--- src/rtl/inst_fetch_ctrl_pkg.sv ---
// Shared definitions for the IF-stage fetch controller: fetch state encodings,
// the sequential PC step and the NOP word loaded into IF/ID on reset/flush.
package inst_fetch_ctrl_pkg;

  typedef enum logic [1:0] {
    ST_IDLE  = 2'd0,
    ST_REQ   = 2'd1,
    ST_HOLD  = 2'd2,
    ST_FLUSH = 2'd3
  } fetch_state_t;

  localparam logic [31:0] PC_INC = 32'd4;
  localparam logic [31:0] NOP    = 32'h0000_0000;

  // Sequential successor of a PC; wraps modulo 2^32.
  function automatic logic [31:0] next_seq_pc(input logic [31:0] cur_pc);
    return cur_pc + PC_INC;
  endfunction

endpackage

--- src/rtl/inst_fetch_ctrl_if.sv ---
// Instruction ROM bus: one request strobe with address, answered by ack/data.
// The fetch controller is the master, the ROM is the slave.
interface inst_fetch_ctrl_if #(
  parameter int ADDR_W = 32
);
  logic              rom_cs;
  logic [ADDR_W-1:0] rom_addr;
  logic              rom_ack;
  logic [31:0]       rom_data;

  modport master (output rom_cs, output rom_addr, input rom_ack, input rom_data);
  modport slave  (input rom_cs, input rom_addr, output rom_ack, output rom_data);
endinterface

--- src/rtl/inst_fetch_ctrl_fetch_watchdog.sv ---
// Fetch watchdog: counts cycles while enabled and raises a one-cycle expire
// pulse when the count reaches TIMEOUT-1, then restarts from zero.
module fetch_watchdog #(
  parameter int TIMEOUT = 16
) (
  input  logic clk,
  input  logic rst,
  input  logic clear,
  input  logic enable,
  output logic expire
);

  localparam int CNT_W = (TIMEOUT > 2) ? $clog2(TIMEOUT) : 1;
  localparam logic [CNT_W-1:0] LAST = CNT_W'(TIMEOUT - 1);

  logic [CNT_W-1:0] count;

  assign expire = enable && (count == LAST);

  // Count waiting cycles; any clear, idle period or expiry restarts from zero.
  always_ff @(posedge clk or negedge rst) begin
    if (!rst) begin
      count <= '0;
    end else if (!enable || clear || expire) begin
      count <= '0;
    end else begin
      count <= count + 1'b1;
    end
  end

endmodule

--- src/rtl/inst_fetch_ctrl.sv ---
// IF-stage fetch controller: owns the PC, keeps at most one ROM request in
// flight, presents the fetched word to IF/ID and stalls the pipeline while no
// instruction is ready. Optional request timeout: define IF_TIMEOUT_EN.
import inst_fetch_ctrl_pkg::*;

module inst_fetch_ctrl #(
  parameter logic [31:0] RESET_PC = 32'h0000_0000,
  parameter int          ADDR_W   = 32,
  parameter int          TIMEOUT  = 16
) (
  input  logic                clk,
  input  logic                rst,
  input  logic                if_en,
  input  logic                if_rst,
  input  logic                pc_redirect,
  input  logic [31:0]         pc_target,
  inst_fetch_ctrl_if.master   rom,
  output logic [31:0]         inst,
  output logic [31:0]         inst_pc,
  output logic                inst_valid,
  output logic                rom_stall,
  output logic                fetch_err
);

  if (TIMEOUT < 2) begin : g_bad_timeout
    $error("inst_fetch_ctrl: TIMEOUT must be at least 2");
  end

  fetch_state_t      state;
  logic [31:0]       pc;
  logic [31:0]       flush_pc;
  logic [31:0]       next_pc;
  logic              cs;
  logic [ADDR_W-1:0] addr;
  logic              ack_taken;
  logic              expire;

  // Drive the ROM strobe/address from the current state; HOLD launches the next fetch directly.
  always_comb begin
    next_pc = pc_redirect ? pc_target : next_seq_pc(inst_pc);
    cs      = 1'b0;
    addr    = pc[ADDR_W-1:0];
    case (state)
      ST_REQ:   cs = ~expire;
      ST_HOLD: begin
        cs   = if_en & ~if_rst;
        addr = next_pc[ADDR_W-1:0];
      end
      ST_FLUSH: begin
        cs   = ~expire;
        addr = flush_pc[ADDR_W-1:0];
      end
      default:  cs = 1'b0;
    endcase
  end

  assign ack_taken    = cs & rom.rom_ack;
  assign rom.rom_cs   = cs;
  assign rom.rom_addr = addr;
  assign rom_stall    = (state != ST_HOLD);

`ifdef IF_TIMEOUT_EN
  logic wd_enable;
  logic wd_clear;

  assign wd_enable = (state == ST_REQ) || (state == ST_FLUSH);
  assign wd_clear  = ack_taken | if_rst;

  fetch_watchdog #(
    .TIMEOUT (TIMEOUT)
  ) u_watchdog (
    .clk    (clk),
    .rst    (rst),
    .clear  (wd_clear),
    .enable (wd_enable),
    .expire (expire)
  );
`else
  assign expire = 1'b0;
`endif

  assign fetch_err = expire;

  // Fetch FSM: a flush wins over normal progress and drains any request still in flight.
  always_ff @(posedge clk or negedge rst) begin
    if (!rst) begin
      state      <= ST_IDLE;
      pc         <= RESET_PC;
      flush_pc   <= RESET_PC;
      inst       <= NOP;
      inst_pc    <= RESET_PC;
      inst_valid <= 1'b0;
    end else if (if_rst) begin
      pc         <= RESET_PC;
      inst       <= NOP;
      inst_valid <= 1'b0;
      if ((state == ST_REQ || state == ST_FLUSH) && !ack_taken && !expire) begin
        state <= ST_FLUSH;
        if (state == ST_REQ) begin
          flush_pc <= pc;
        end
      end else begin
        state <= ST_REQ;
      end
    end else begin
      case (state)
        ST_IDLE: state <= ST_REQ;
        ST_REQ: begin
          if (ack_taken) begin
            inst       <= rom.rom_data;
            inst_pc    <= pc;
            inst_valid <= 1'b1;
            state      <= ST_HOLD;
          end
        end
        ST_HOLD: begin
          if (if_en) begin
            pc <= next_pc;
            if (ack_taken) begin
              inst    <= rom.rom_data;
              inst_pc <= next_pc;
            end else begin
              state <= ST_REQ;
            end
          end
        end
        ST_FLUSH: begin
          if (ack_taken || expire) begin
            state <= ST_REQ;
          end
        end
        default: state <= ST_IDLE;
      endcase
    end
  end

endmodule
--- src/flat_wrapper.sv ---
// flat-port wrapper written by rule: the top's interface ports become plain ports
module inst_fetch_ctrl_flat 
#(
  parameter logic [31:0] RESET_PC = 32'h0000_0000,
  parameter int          ADDR_W   = 32,
  parameter int          TIMEOUT  = 16
)
  (clk, rst, if_en, if_rst, pc_redirect, pc_target, inst, inst_pc, inst_valid, rom_stall, fetch_err, rom_rom_cs, rom_rom_addr, rom_rom_ack, rom_rom_data);
  inst_fetch_ctrl_if #(.ADDR_W(ADDR_W)) rom_i ();
  input  logic clk;
  input  logic rst;
  input  logic if_en;
  input  logic if_rst;
  input  logic pc_redirect;
  input  logic [31:0] pc_target;
  output logic [31:0] inst;
  output logic [31:0] inst_pc;
  output logic inst_valid;
  output logic rom_stall;
  output logic fetch_err;
  output wire logic [$bits(rom_i.rom_cs)-1:0] rom_rom_cs;
  output wire logic [$bits(rom_i.rom_addr)-1:0] rom_rom_addr;
  input wire logic [$bits(rom_i.rom_ack)-1:0] rom_rom_ack;
  input wire logic [$bits(rom_i.rom_data)-1:0] rom_rom_data;
  assign rom_rom_cs = rom_i.rom_cs;
  assign rom_rom_addr = rom_i.rom_addr;
  assign rom_i.rom_ack = rom_rom_ack;
  assign rom_i.rom_data = rom_rom_data;
  inst_fetch_ctrl #(.RESET_PC(RESET_PC), .ADDR_W(ADDR_W), .TIMEOUT(TIMEOUT)) u_core (.clk(clk), .rst(rst), .if_en(if_en), .if_rst(if_rst), .pc_redirect(pc_redirect), .pc_target(pc_target), .rom(rom_i), .inst(inst), .inst_pc(inst_pc), .inst_valid(inst_valid), .rom_stall(rom_stall), .fetch_err(fetch_err));
endmodule
--- config.mk ---
export PLATFORM = sky130hd
export DESIGN_NAME = inst_fetch_ctrl_flat
export DESIGN_NICKNAME = d
export VERILOG_FILES = /design/src/rtl/inst_fetch_ctrl_pkg.sv /design/src/rtl/inst_fetch_ctrl_if.sv /design/src/rtl/inst_fetch_ctrl_fetch_watchdog.sv /design/src/rtl/inst_fetch_ctrl.sv /design/src/flat_wrapper.sv
export SDC_FILE = /design/constraint.sdc
export NUM_CORES = 1
export LEC_CHECK = 0
export CAP_MARGIN = 20
export CORE_ASPECT_RATIO = 1.4
export CORE_MARGIN = 5
export CORE_UTILIZATION = 45
export DETAILED_ROUTE_END_ITERATION = 10
export PLACE_DENSITY_LB_ADDON = 0.05
export SYNTH_ARGS = -nofsm -noshare
export SYNTH_HDL_FRONTEND = slang
export SYNTH_HIERARCHICAL = 1
export SYNTH_SLANG_ARGS = --single-unit
export TNS_END_PERCENT = 10
--- constraint.sdc ---
create_clock -name clk -period 2.6 [get_ports clk]
set_input_delay 0.26 -clock clk [delete_from_list [all_inputs] [get_ports clk]]
set_output_delay 0.26 -clock clk [all_outputs]
set_load 0.01 [all_outputs]
==> summary.txt, run 1 <==
Summary of implementation figures.

Clock tree
The number of post-CTS setup repair buffers is 19. Counting along the longest clock path gives a buffer depth of 2. The tree is rooted in a sky130_fd_sc_hd__clkbuf_16. The clock latency on the worst-skew pair is 0.42 ns. The clock edge transition at the registers on the reported setup and hold paths is ~0.06 ns. The CTS buffer count is 17.

The H-tree was split into 4 levels. TritonCTS built the clock tree. Gates resized during post-CTS repair numbered about 130.

Final layout
Cells with a size suffix above 1 make up 26.1% of the layout. The area growth from synthesis to final layout is 52.0%. The number of filler cells placed in the layout is 1246. The number of antenna diodes is 0. For this run, the share of the core covered by cells in the final layout is between 60% and 70%.

Timing
The minimum clock period is 2.79 ns. Static timing analysis puts the maximum clock frequency at between 0.3 and 0.4 GHz. OpenROAD reports that the post-layout worst path occupies 107% of the period. The final-report max-slew violation count is 0. The worst setup margin is -0.194 ns. The hold violation total from the final report is 0. The count of final setup violators is 18.

The pin closest to its max-slew limit shows a slew of around 0.6 ns. The worst pin sits at a relative slew slack of roughly three fifths. Clock skew on the completed layout was measured at 0.00567 ns.

Setup repair after global routing could not meet its margin everywhere.

Place
The post-detailed-placement cell area is 0.00960 sq mm. The weighted congestion reported at the end of routability-driven placement is 0.886.

Yosys
After Yosys synthesis, full adders, half adders and majority gates account for less than 1% of the synthesized area. Sorting the Yosys area breakdown by cell type puts at the top sky130_fd_sc_hd__dfrtp_1. In the synthesized netlist the async set-or-reset flop fraction comes to 100%. The cell count after synthesis came out at 783. The chip area estimate from yosys synthesis is between 0.007 and 0.008 sq mm. The main area contributors are sky130_fd_sc_hd__dfrtp_1, sky130_fd_sc_hd__nand2_1, sky130_fd_sc_hd__a21oi_1. The count of library flops with an enable pin is 0. For reference, XOR and XNOR gates occupy 1.99% of the area reported after synthesis. The synthesized-area fraction occupied by and/or/nand/nor cells is around a fifth. After synthesis, the largest area contributor takes up between 40% and 50% of total cell area. At floorplan, the net count of the design was reported as 854. Looking at the cell usage after synthesis, the top flip-flop cell is sky130_fd_sc_hd__dfrtp_1. The post-synth design cell area is between 0.007 and 0.008 sq mm.

In the Yosys report, the sequential cells make up a little under half of the chip area. The prevailing logic family in the synthesized netlist is AND-OR/OR-AND gates. The synth_stat.txt file lists the number of cells as 783. The yosys warning tally is 6. Per the synthesis report, the AND-OR/OR-AND share of the synthesized area is roughly 22%. Each instance of the synthesized netlist takes up on average between 8 and 9 sq um. The distinct cell type count after synthesis is 65.

Worst setup path
STA classifies the critical path startpoint as a flip-flop. The critical path capture point type is a primary output. The OpenROAD report gives the critical path a required time of around 2.3 ns. The cell at the slowest stage of the critical path is sky130_fd_sc_hd__or4_4. The critical path goes through nand4_1 -> buf_4 -> or4_4 -> nor3_4 -> buf_4 -> mux2_4 -> o31ai_4 -> buf_2. The cell with the most instances on the worst path is sky130_fd_sc_hd__buf_4. The critical path starts at u_core/inst_pc[13]$_DFFE_PN0P_.

Per the post-run analysis, buffers plus inverters along the critical path come to 3.

Power
The combinational fraction of design power is 28.0%. The analysis attributes to net switching a power of ~2000 uW. The cell-internal power is ~4600 uW. The leakage dissipation is around 0.0047 uW.

The clock share of power is between 30% and 40%. Per the breakdown, switching nets consume a little under a third of all power. In this run, flip-flops and latches consume approximately a third of the power.

Route
The via-per-instance ratio is roughly 5.8. Nets still carrying antenna violations after routing amount to 0. The number of detailed-route iterations in the first pass is 5.

In the routed design, unresolved DRC markers number 0. The detailed-route wire length on metal 1 is around 9.3 mm. For this block, the initial DRC count from the detailed router was between 400 and 500. The topmost layer with routed signal wires is met4.

Die
In the floorplan report the effective utilization is between 40% and 50%. The overall die height is around 160 um. The total number of placement rows is 54.

The chip occupies 0.0183 sq mm. The count of boundary I/O pins is 170.

Global route
The most utilized layer in the global route result is met2. The global-route wire length before repair is approximately 41 mm. The via count of the first global-routing pass is between 7000 and 8000. Global routing finished with a remaining overflow of 0. The met1 demand-to-capacity share in global routing is around a third.

Status
The run finished, with violations left. The checks that failed: setup timing.

Flow run
The count of max-cap constraint violations is 0.
-- run 1: power groups by stage --
stage | sequential (uW) | clock, uW | combinational, uW
after floorplan | 2450 | 0 | 635
after global placement | 2340 | 0 | 1800
after detailed placement | 2350 | 0 | 1820
after CTS | 2310 | 2510 | 1830
after global routing | 2340 | 2600 | 2000
final | 2320 | 2470 | 1860
-- run 1: cells in the mapped netlist, types with 10 or more instances --
| cell type | count |
|---|---|
| sky130_fd_sc_hd__nand2_1 | 143 |
| sky130_fd_sc_hd__dfrtp_1 | 131 |
| sky130_fd_sc_hd__a21oi_1 | 80 |
| sky130_fd_sc_hd__clkbuf_1 | 48 |
| sky130_fd_sc_hd__o21ai_0 | 48 |
| sky130_fd_sc_hd__nor2_1 | 42 |
| sky130_fd_sc_hd__mux2_2 | 34 |
| sky130_fd_sc_hd__nand3_1 | 21 |
| sky130_fd_sc_hd__a22o_1 | 16 |
| sky130_fd_sc_hd__inv_1 | 15 |
| sky130_fd_sc_hd__nor3_1 | 15 |
| sky130_fd_sc_hd__a221o_1 | 12 |
| sky130_fd_sc_hd__a22oi_1 | 10 |
| sky130_fd_sc_hd__nand2b_1 | 10 |
| sky130_fd_sc_hd__xnor2_1 | 10 |
-- run 1: area by class of cell --
class                   instances  area [sq um]  area share (%)
multi-input cells             576          3800            35.5
flip-flops and latches        131          3280            30.6
repair buffers                300          2720            25.4
clock buffers                  18           429            4.01
well taps                     196           245            2.29
clock inverters                14           180            1.68
inverters                      16          60.1           0.561
-- run 1: path summary, 6_finish.rpt --
path,endpoint,slack (ns),cells past startpoint
setup / recovery,rom_rom_addr[29],-0.19,8
hold / removal,u_core/pc[26]$_DFFE_PN0P_,0.38,2
setup reg to reg,u_core/pc[26]$_DFFE_PN0P_,-0.04,14
hold reg to reg,u_core/flush_pc[29]$_DFFE_PN0P_,0.51,1
max in group asynchronous,u_core/flush_pc[4]$_DFFE_PN0P_,1.48,3
min in group clk,u_core/inst[28]$_DFFE_PN0P_,0.38,3
-- run 1: metrics by stage --
stage	setup WS [ns]	power (uW)	hold WS, ns
after floorplan	0.0526	3090	-0.0356
after global placement	-0.362	4130	0.304
after CTS	-0.250	6650	0.363
after detailed placement	-0.383	4160	0.309
final	-0.194	6650	0.377
after global routing	-0.287	6940	0.369
-- run 1: flip-flops by register name, indices dropped and copies added, names as in the netlist --
signal             flops
u_core/inst           32
u_core/state           2
u_core/flush_pc       32
u_core/pc             32
u_core/inst_valid      1
u_core/inst_pc        32
-- run 1: cell usage in the layout (no fill, tap or decap), types with 14 or more instances in the layout --
master,Yosys,routed
sky130_fd_sc_hd__buf_2,2,16
sky130_fd_sc_hd__nand3_1,21,19
sky130_fd_sc_hd__buf_4,1,112
sky130_fd_sc_hd__clkbuf_16,0,17
sky130_fd_sc_hd__inv_1,15,14
sky130_fd_sc_hd__a21oi_1,80,79
sky130_fd_sc_hd__mux2_2,34,33
sky130_fd_sc_hd__dfrtp_1,131,131
sky130_fd_sc_hd__nor2_1,42,39
sky130_fd_sc_hd__nand2_1,143,143
sky130_fd_sc_hd__clkdlybuf4s50_1,0,136
sky130_fd_sc_hd__o21ai_0,48,44
sky130_fd_sc_hd__a22o_1,16,16
Figure 1. Routed metal, one colour a layer (run 1).
Scale: 2 px per um. Two of the layers only.
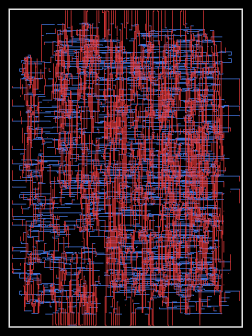
legend:
  blue:
    layer: met1
    wire_length: 9280 um
  red:
    layer: met2
    wire_length: 13200 um
total number of vias: 7273
Total Routing Usage GR: 28.5%
total wirelength of the detailed-routed design: 25.4 mm
WL per Instance: 20.3 um

Figure 2. Placed cells, one colour a class (run 1).
Scale: 1.5 px per um.
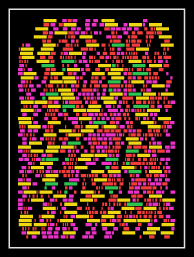
legend:
  red:
    class: all other logic
    cells: 592
    share_of_their_area: 37%
  magenta:
    class: other buffers and delay cells
    cells: 300
    share_of_their_area: 26%
  yellow:
    class: flip-flops
    cells: 131
    share_of_their_area: 31%
  green:
    class: clock drivers and dummy loads
    cells: 32
    share_of_their_area: 5.8%
sequential fraction of total cell area: 30.6%
Non-Filler Cell Area, Final: 0.0107 sq mm

Figure 3. Placed standard cells (run 1).
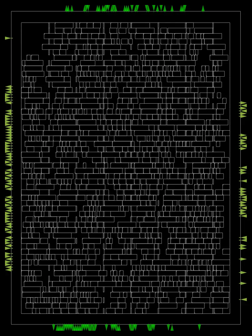
number of sequential cells in the layout: 131
Post-Layout Cell Count: 1251

Figure 4. Signal wires on met3 (run 1).
Scale: 2 px per um.
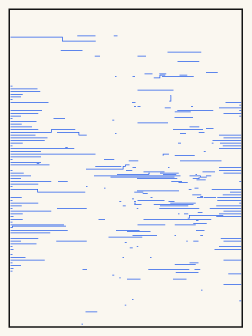
nets with wire on the layer: 163
wire length on this layer: 1900 um
main direction: horizontal
global routing met3 resource utilization: 7.84%

==> run 1 -> run 2 <==
--- a/config.mk
+++ b/config.mk
@@ -7,7 +7,7 @@
 export LEC_CHECK = 0
 export CAP_MARGIN = 20
 export CORE_ASPECT_RATIO = 1.4
-export CORE_MARGIN = 5
+export CORE_MARGIN = 10
 export CORE_UTILIZATION = 45
 export DETAILED_ROUTE_END_ITERATION = 10
 export PLACE_DENSITY_LB_ADDON = 0.05
==> constraint.sdc (replaced) <==
create_clock -name clk -period 2.6 [get_ports clk]
set_input_delay 0.26 -clock clk [delete_from_list [all_inputs] [get_ports clk]]
set_output_delay 0.26 -clock clk [all_outputs]
set_load 0.005 [all_outputs]
==> summary.txt, run 2 <==
Summary of implementation figures.

Status
The run finished, with violations left. The checks that failed: setup timing.

Yosys
The share of synthesized area in the top cell type comes to between 40% and 50%. The number of cells reported by Yosys stat comes to between 700 and 800. Yosys reports that the most numerous cell types are sky130_fd_sc_hd__nand2_1, sky130_fd_sc_hd__dfrtp_1, sky130_fd_sc_hd__a21oi_1, sky130_fd_sc_hd__clkbuf_1, sky130_fd_sc_hd__o21ai_0. For reference, XOR and XNOR gates occupy slightly below 2% of the area reported after synthesis. The chip area estimate from yosys synthesis is a little over 0.007 sq mm. The area fraction in compound gates after synthesis is 22.1%. The post-synth count of flops with an enable pin is 0.

The count of mapped cells out of synthesis is ~800. Looking at the gate-level netlist, the highest instance count belongs to sky130_fd_sc_hd__nand2_1. The net count entering floorplan is roughly 850. The number of synthesized register bits is 131. The post-synthesis cell type with the largest combined area is sky130_fd_sc_hd__dfrtp_1.

The synthesized-area fraction occupied by and/or/nand/nor cells is a little under a fifth. The prevailing logic family in the synthesized netlist is AND-OR/OR-AND gates. In the Yosys report, the sequential cells make up a little under half of the chip area. In the post-synthesis netlist, the biggest area contributors are sky130_fd_sc_hd__dfrtp_1, sky130_fd_sc_hd__nand2_1, sky130_fd_sc_hd__a21oi_1. The distinct cell type count after synthesis is around 65.

For reference, the post-synthesis area per instance comes to between 8 and 9 sq um. The yosys warning tally is 6. For this run, asynchronously set or reset flops after synthesis account for 100%. The mapped netlist covers between 0.007 and 0.008 sq mm. The share of synthesized cell area in full adder, half adder and majority cells is less than 1%. Per the synth stats, the flop cell with the highest instance count is sky130_fd_sc_hd__dfrtp_1.

Global route
The final global-route overflow total is 0. For met1 alone, demand over resource in global routing was ~27%. The most utilized layer in the global route result is met2. The number of antenna violations at the first check in global routing came to 0. The first global-routing pass estimated between 40 and 50 mm of wire. The met2 demand-to-capacity share in global routing is a little over two fifths. The via count of the first global-routing pass is ~7800. met3 track demand over resource after global routing is under 10%.

Final layout
In the final design database the tool counted between 1000 and 1500 nets. Cells with a size suffix above 1 make up between 20% and 30% of the layout. The most common logic cells in the final layout are sky130_fd_sc_hd__nand2_1, sky130_fd_sc_hd__clkdlybuf4s50_1, sky130_fd_sc_hd__dfrtp_1, sky130_fd_sc_hd__buf_4, sky130_fd_sc_hd__a21oi_1. From synthesis to final layout, the design area changed by 50.5%. The most common cell after layout, fill and taps aside is sky130_fd_sc_hd__nand2_1. The number of antenna diodes is 0.

Timing
The achievable clock frequency is about 0.35 GHz. For this run, the final setup violation count is recorded as 15. Setup repair after global routing could not meet its margin everywhere. The actual transition at the worst max-transition pin is between 0.8 and 0.9 ns. The final worst clock skew is ~0.013 ns. The minimum clock period is 2.86 ns. In the post-route analysis, the smallest setup slack over all paths is -0.255 ns. The final period utilization is 110%. The final-report max-slew violation count is 0. The tightest hold path in the finished design has a slack of ~0.37 ns. The hold violation total from the final report is 0. The worst max-slew margin expressed relative to the limit is a little under half.

Clock tree
The root buffer cell is sky130_fd_sc_hd__clkbuf_16. Looking at the clock tree report, the H-tree level count equals 4. The clock latency on the worst-skew pair is ~0.43 ns. The longest clock path from root to sink contains 2 buffers. Per the post-CTS timing run, clock transition at the registers of the reported paths is approximately 0.06 ns.

Per the TritonCTS log, the buffer count is 17. The clock tree from TritonCTS is built.

Die
In this run the horizontal extent of the chip is 126 um. From bottom edge to top edge, the die measures 168 um. The chip occupies approximately 0.021 sq mm. around 170 I/O pins were placed. The fraction of the core area occupied by cells at floorplan is between 40% and 50%.

Route
After detailed routing, the number of remaining DRC violations is 0. The detail route stage leaves a number of antenna-violating nets equal to 0. The average wire length per cell after detail routing is around 22 um. The DRC violation total after the first TritonRoute iteration is approximately 500.

In the log, the iteration count for the first detailed-route pass is 5. Dividing the detail-routed via count by the number of cells gives slightly below 6.

Place
The congestion estimate from routability-driven global placement came to 0.930. Logged for this run, the post-placement worst setup slack is -0.293 ns. The detailed-placement wirelength estimate is about 19 mm. The total placed cells including tap cells is 1196. Per the placement log, port buffering inserted roughly 170 buffers.

Worst setup path
The worst setup path is launched from a flip-flop. The critical path data required time is 2.34 ns. The number of buffers and inverters on the critical path is 2. The cell with the most instances on the worst path is sky130_fd_sc_hd__or4_4. The critical path capture point type is a primary output. The report lists the cells along the critical path as ha_2 -> nand2_2 -> or4_4 -> buf_6 -> or4_4 -> o311ai_4 -> nand2_1 -> buf_2. The slowest stage of the critical path is the sky130_fd_sc_hd__or4_4 cell.

Power
The power density relative to cell area is between 500 and 600 mW/mm^2. The power report puts the leakage power at approximately 0.0048 uW. Per the power-grid run, VDD falls by no more than just under 0.5 mV.

Flow run
The OpenROAD warning count is 28. The count of max-cap constraint violations is 0.

Min path
The most critical min-delay path falls under in2reg.
[run 2: kinds of logic after synthesis]
family / after synthesis
multiplexers: 40
AND/OR/NAND/NOR: 281
AND-OR/OR-AND: 237
adder cells (fa/ha/maj): 1
XOR/XNOR: 16
flip-flops: 131
other: 1
buffers and inverters: 76
[run 2: worst reg2reg max path, delay by kind of cell (launching register included)]
kind            cells  cell delay (ns)
compound gates      2             0.29
fa+ha+maj           1             0.20
buf+inv             3             0.42
flops               1             0.38
simple gates        3             1.06
[run 2: stage by stage]
step | total power (uW) | utilization (%) | instance area, sq um
global route | 6630 | 68.5 | 10600
CTS | 6380 | 67.7 | 10500
detailed placement | 4110 | 62.2 | 9620
finish | 6360 | 68.5 | 10600
global placement | 4080 | 62.2 | 9620
floorplan | 3010 | - | 7050
[run 2: cell type report]
| class | instances | area [sq um] |
|---|---|---|
| clock inverters | 14 | 123 |
| well taps | 196 | 245 |
| multi-input cells | 576 | 3780 |
| repair buffers | 297 | 2690 |
| clock buffers | 17 | 425 |
| flip-flops and latches | 131 | 3280 |
| inverters | 16 | 60.1 |
| fillers | 1267 | 4870 |
[run 2: repair_timing]
action / 4_1_cts / 5_1_grt
resized: 78 / 48
cloned: 0 / 0
hold buffers: 1 / 0
setup buffers: 18 / 2
endpoints found under the setup margin: 32 / 32
hold endpoints to repair: 55 / 0
pin swaps: 22 / 15
[run 2: report_power, final]
group          leakage, uW  switching [uW]  internal, uW  total, uW
logic              0.00273             937           858       1790
clock network     0.000257            1010          1240       2250
registers          0.00178             113          2200       2320
total              0.00477            2060          4300       6360
[run 2: path summary, 6_finish.rpt]
| path | slack, ns | end | startpoint | depth (start not counted) |
|---|---|---|---|---|
| min | 0.37 | u_core/inst[24]$_DFFE_PN0P_ | rom_rom_data[24] | 3 |
| max in group asynchronous | 1.37 | u_core/state[0]$_DFFE_PN0P_ | rst | 3 |
| max reg2reg | 0.17 | u_core/pc[24]$_DFFE_PN0P_ | u_core/inst_pc[2]$_DFFE_PN0P_ | 9 |
| max | -0.26 | rom_rom_addr[22] | u_core/inst_pc[2]$_DFFE_PN0P_ | 8 |
| min in group asynchronous | 0.47 | u_core/flush_pc[28]$_DFFE_PN0P_ | rst | 2 |
| min reg2reg | 0.50 | u_core/inst_valid$_DFFE_PN0P_ | u_core/inst_valid$_DFFE_PN0P_ | 2 |
[run 2: routing by layer]
metal	vias up	wire length (um)
li1	3349	-
met1	3615	10200
met2	313	13900
met3	70	1810
met4	0	994
met5	-	0
Figure 5. Routed metal, one colour a layer (run 2).
Scale: 2 px per um. Two of the layers only.
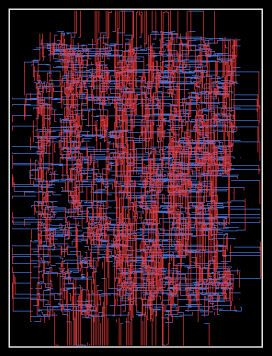
legend:
  blue:
    layer: met1
    wire_length: 10200 um
  red:
    layer: met2
    wire_length: 13900 um
total wirelength of the detailed-routed design: 26.9 mm
Total Routing Usage GR: 24.9%
total number of vias: 7347

Figure 6. Placed standard cells (run 2).
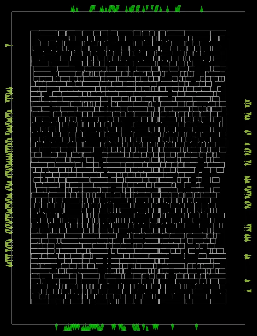
Post-Layout Cell Count: 1247
Layout Utilization: 68.5%
filler cell count in the final layout: 1267
Placeable Area: 0.0155 sq mm

Figure 7. Placed cells, one colour a class (run 2).
Scale: 1.5 px per um.
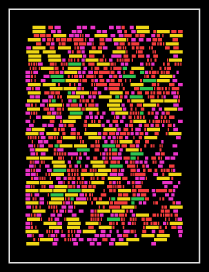
legend:
  red:
    class: all other logic
    cells: 592
    share_of_their_area: 37%
  magenta:
    class: other buffers and delay cells
    cells: 297
    share_of_their_area: 26%
  yellow:
    class: flip-flops
    cells: 131
    share_of_their_area: 32%
  green:
    class: clock drivers and dummy loads
    cells: 31
    share_of_their_area: 5.3%
number of standard-cell rows in the floorplan: 54
sequential fraction of total cell area: 30.9%

==> run 2 -> run 3 <==
--- a/config.mk
+++ b/config.mk
@@ -5,12 +5,13 @@
 export SDC_FILE = /design/constraint.sdc
 export NUM_CORES = 1
 export LEC_CHECK = 0
+export ABC_AREA = 1
 export CAP_MARGIN = 20
 export CORE_ASPECT_RATIO = 1.4
-export CORE_MARGIN = 10
 export CORE_UTILIZATION = 45
 export DETAILED_ROUTE_END_ITERATION = 10
 export PLACE_DENSITY_LB_ADDON = 0.05
+export RECOVER_POWER = 100
 export SYNTH_ARGS = -nofsm -noshare
 export SYNTH_HDL_FRONTEND = slang
 export SYNTH_HIERARCHICAL = 1
Figure 8. Where the registers sit (run 3).
Scale: 4 px per um. Other sequential cells in the stronger grey, the rest of the logic in the fainter grey.
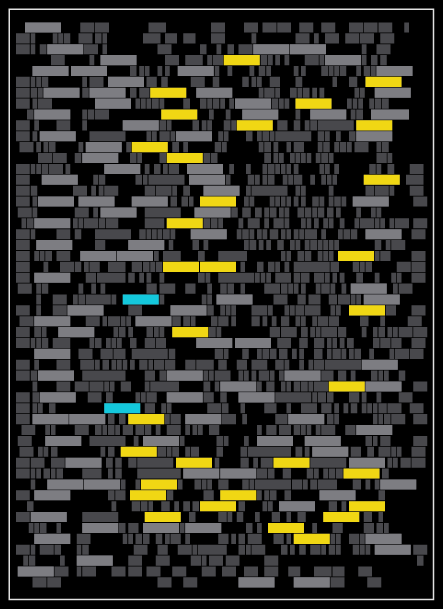
legend:
  yellow:
    name_in_the_netlist: u_core/pc
    flops: 32
  cyan:
    name_in_the_netlist: u_core/state
    flops: 2
Flop+latch power: 2680 uW
Layout Utilization: 65.8%

Figure 9. Signal wires on met3 (run 3).
Scale: 2 px per um.
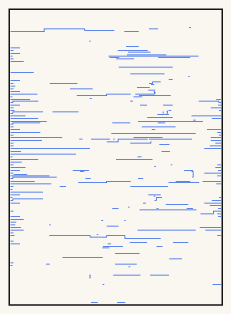
share of all routed wire: 7.6%
longest straight run: 44.6 um
wire length on this layer: 1600 um
main direction: horizontal
nets with wire on the layer: 160
total wirelength of the detailed-routed design: 20.9 mm
total number of vias: 6893
global routing met3 resource utilization: 8.12%

==> summary.txt, run 3 <==
Summary of implementation figures.

Flow run
The OpenROAD warning count is 28. Per the run summary, max-cap violations total 0.

Final layout
Between the synthesized netlist and the finished layout, the area growth was recorded as 41.6%. The library cells used most frequently in the layout, excluding fill and tap cells, are sky130_fd_sc_hd__nand2_1, sky130_fd_sc_hd__dfrtp_1, sky130_fd_sc_hd__clkdlybuf4s50_1, sky130_fd_sc_hd__nor2_1, sky130_fd_sc_hd__nand3_1. According to the finish report, the design has a final net count of around 1200. The layout summary lists the proportion of cells stronger than drive strength 1 as between 10% and 20%. The most common cell after layout, fill and taps aside is sky130_fd_sc_hd__nand2_1.

The number of filler cells placed in the layout is between 1000 and 1500. The number of antenna diodes in the final layout is 0.

Timing
The final worst clock skew is a little under 0.008 ns. The actual transition at the worst max-transition pin is between 1 and 1.5 ns. The final-report max-slew violation count is 0.

The final period utilization is 104%. After layout, the worst setup slack is -0.101 ns. The hold violation total from the final report is 0. The worst-case max-slew headroom was logged as 28.5%.

Setup repair after global routing could not meet its margin everywhere. The count of final setup violators is 7. Per the timing report, the achievable frequency comes out to around 0.37 GHz. The final hold slack is approximately 0.37 ns. After layout, the minimum clock period comes to between 2 and 3 ns.

Power
The worst-case IR drop observed on VDD is a little over 0.4 mV. The power density relative to cell area is approximately 770 mW/mm^2. The leakage dissipation is around 0.0045 uW.

Yosys
The proportion of synthesized chip area in sequential cells is approximately 48%. The number of synthesized register bits is approximately 130. Looking at the cell usage after synthesis, the top flip-flop cell is sky130_fd_sc_hd__dfrtp_1. Yosys reported that registers with async set or reset make up 100%. Synthesis handed over a netlist of 916 instances.

The distinct cell type count after synthesis is 30. By count the netlist is led by sky130_fd_sc_hd__nand2_1, sky130_fd_sc_hd__dfrtp_1, sky130_fd_sc_hd__nor2_1, sky130_fd_sc_hd__nand3_1, sky130_fd_sc_hd__o21ai_0. The yosys cell count is ~920. The warning tally printed by Yosys for this design is 6.

Of the post-synthesis cell area, the dominant cell type holds approximately 48%. The stat command in Yosys gives a chip area of 0.00677 sq mm. The most popular library cell in the synthesized design by count is sky130_fd_sc_hd__nand2_1. After synthesis, the mean cell area works out to ~7.4 sq um. After synthesis, the cell types taking the most area are sky130_fd_sc_hd__dfrtp_1, sky130_fd_sc_hd__nand2_1, sky130_fd_sc_hd__nor2_1. The post-synth design cell area is roughly 0.0068 sq mm.

The net count entering floorplan is about 990. The count of library flops with an enable pin is 0. Per the synthesis report, the dominant area consumer among library cells is sky130_fd_sc_hd__dfrtp_1.

Worst setup path
The cell with the most instances on the worst path is sky130_fd_sc_hd__nand3_1. For flop-to-flop paths, the worst setup slack is between 0.4 and 0.5 ns. The beginning of the worst register-to-register path is u_core/state[0]$_DFFE_PN0P_. The critical path data required time is about 2.3 ns. The slowest stage of the critical path is the sky130_fd_sc_hd__clkdlybuf4s50_1 cell.

The buffering stage count on the worst path with inverters included is 1. The start point of the critical path is u_core/inst_pc[2]$_DFFE_PN0P_. The kind of cell with the highest combined delay along the critical path is simple AND/OR/NAND/NOR gates. STA classifies the critical path startpoint as a flip-flop. The signal arrival time at the worst endpoint is roughly 2.4 ns. For reference, the critical path cell chain is ha_1 -> nand2_2 -> nor2_4 -> nand2_4 -> nor2_2 -> nand3_1 -> nand3_1 -> nand2_1 -> nand3_1 -> clkdlybuf4s50_1. The worst setup path is captured at a primary output.

Die
The area of the chip is ~0.016 sq mm. The core area is ~0.015 sq mm. Before placement the cells fill between 40% and 50% of the core. The total number of placement rows is ~52. Per the OpenROAD floorplan log, the height of the die is approximately 150 um. The count of boundary I/O pins is around 170.

From left edge to right edge, the die measures roughly 110 um.

Clock tree
The longest clock path from root to sink contains 2 buffers. TritonCTS built the clock tree. The clock latency on the worst-skew pair is 0.42 ns. The CTS report gives the tree buffer count as 17. The root buffer cell is sky130_fd_sc_hd__clkbuf_16. The clock edge transition at the registers on the reported setup and hold paths is 0.06 ns. The number of clock sinks came to ~130.

The maximum level of the CTS H-tree is 4.

Global route
The via count of the first global-routing pass came to between 6000 and 7000. The final global-route overflow total is 0. The first global-routing pass estimated ~34 mm of wire. The number of antenna violations at the first check in global routing was 0.

Status
The checks that failed: setup timing. The run finished, with violations left.

Route
The via-per-instance ratio is 5.30. The topmost layer with routed signal wires is met4. The DRC violation total after the first TritonRoute iteration is 360. The remaining number of nets flagged by the antenna check after routing is 0.

Before antenna repair, the detailed router went through 5 iterations. The met2 routed wirelength is a little over 10 mm. The detailed-route wire length on metal 1 is 8.64 mm. The final routed DRC violation total is 0.

Summed over all nets, wire length on met3 after detailed routing comes to approximately 1.6 mm.

Place
The weighted congestion reported at the end of routability-driven placement is between 0.9 and 1. Input and output buffers added on the ports amount to between 150 and 200. The detailed-placement wirelength estimate is between 10 and 15 mm. Prior to clock tree synthesis, the placed netlist has a worst setup slack of 0.170 ns.

Min path
The classification of the worst-slack hold path is in2reg. Looking at hold timing, the worst path starts from rom_rom_data[7].
Figure 10. Routed metal, one colour a layer (run 3).
Scale: 2 px per um. Two of the layers only.
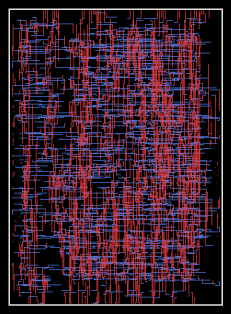
legend:
  red:
    layer: met2
    wire_length: 10100 um
  blue:
    layer: met1
    wire_length: 8640 um
WL per Instance: 16.1 um
Total Routing Usage GR: 28.5%

run 3: cell count changes after synthesis, moves of 24 or more:
cell                      before  now
sky130_fd_sc_hd__nand3_1      21   74
sky130_fd_sc_hd__nand2_1     143  277
sky130_fd_sc_hd__nor2_1       42  119
sky130_fd_sc_hd__a21oi_1      80   56
sky130_fd_sc_hd__inv_1        15   66
sky130_fd_sc_hd__mux2_2       34    1
run 3: worst paths after layout:
path,endpoint,depth (start not counted)
setup / recovery,rom_rom_addr[30],10
min in group asynchronous,u_core/flush_pc[11]$_DFFE_PN0P_,2
setup reg to reg,u_core/flush_pc[15]$_DFFE_PN0P_,5
max in group asynchronous,u_core/inst[2]$_DFFE_PN0P_,3
hold / removal,u_core/inst[7]$_DFFE_PN0P_,3
hold reg to reg,u_core/flush_pc[3]$_DFFE_PN0P_,2
run 3: through the flow:
step / util [%] / power, uW / std cells / cell area (sq um)
2_1_floorplan: - / 3580 / 916 / 6770
3_3_place_gp: 60.2 / 4810 / 1257 / 8770
3_5_place_dp: 60.2 / 4820 / 1257 / 8770
4_1_cts: 65.6 / 7440 / 1300 / 9560
5_1_grt: 65.8 / 7750 / 1301 / 9590
6_report: 65.8 / 7360 / 1301 / 9590
run 3: cells by family (layout without fill, tap and decap cells):
family                   count (synthesis)  in the layout  synth area share, %
AND/OR/NAND/NOR                        479            479                 28.4
AND-OR/OR-AND                          180            180                 14.9
flip-flops                             131            131                 48.4
buffers and inverters                  118            314                 7.20
XOR/XNOR                                 5              5                0.646
adder cells (fa/ha/maj)                  1              1                0.185
other                                    1              1               0.0554
multiplexers                             1              1                0.166
run 3: power by group:
group | total (uW) | switching (uW) | internal [uW]
sequential | 2680 | 342 | 2340
clock | 2500 | 909 | 1590
combinational | 2180 | 1120 | 1060
run 3: layout make-up:
| class | count | area (sq um) | area share (%) |
|---|---|---|---|
| clock buffers | 21 | 470 | 4.90 |
| repair buffers | 211 | 2060 | 21.4 |
| multi-input cells | 667 | 3130 | 32.6 |
| inverters | 71 | 267 | 2.78 |
| flip-flops and latches | 131 | 3280 | 34.2 |
| well taps | 189 | 236 | 2.47 |
| clock inverters | 11 | 153 | 1.59 |
run 3: tightest hold or removal path, stage by stage:
cell and delay [ns]:
sky130_fd_sc_hd__clkdlybuf4s50_1 0.39, sky130_fd_sc_hd__nand2_1 0.06, sky130_fd_sc_hd__nand2_1 0.04
run 3: timing repair:
item	4_1_cts	5_1_grt
endpoints found under the setup margin	24	26
resized	35	24
pin swaps	4	2
hold endpoints to repair	39	0
setup buffers	10	1
hold buffers	1	0
run 3: per-layer routing:
| layer | global-route usage, % | vias to the layer above |
|---|---|---|
| met2 | 45.6 | 285 |
| met4 | 11.4 | 0 |
| met3 | 8.12 | 43 |
| li1 | - | 3345 |
| met5 | 0 | - |
| met1 | 36.2 | 3220 |
No activity file was given, so power comes from the tool's default toggle rates.
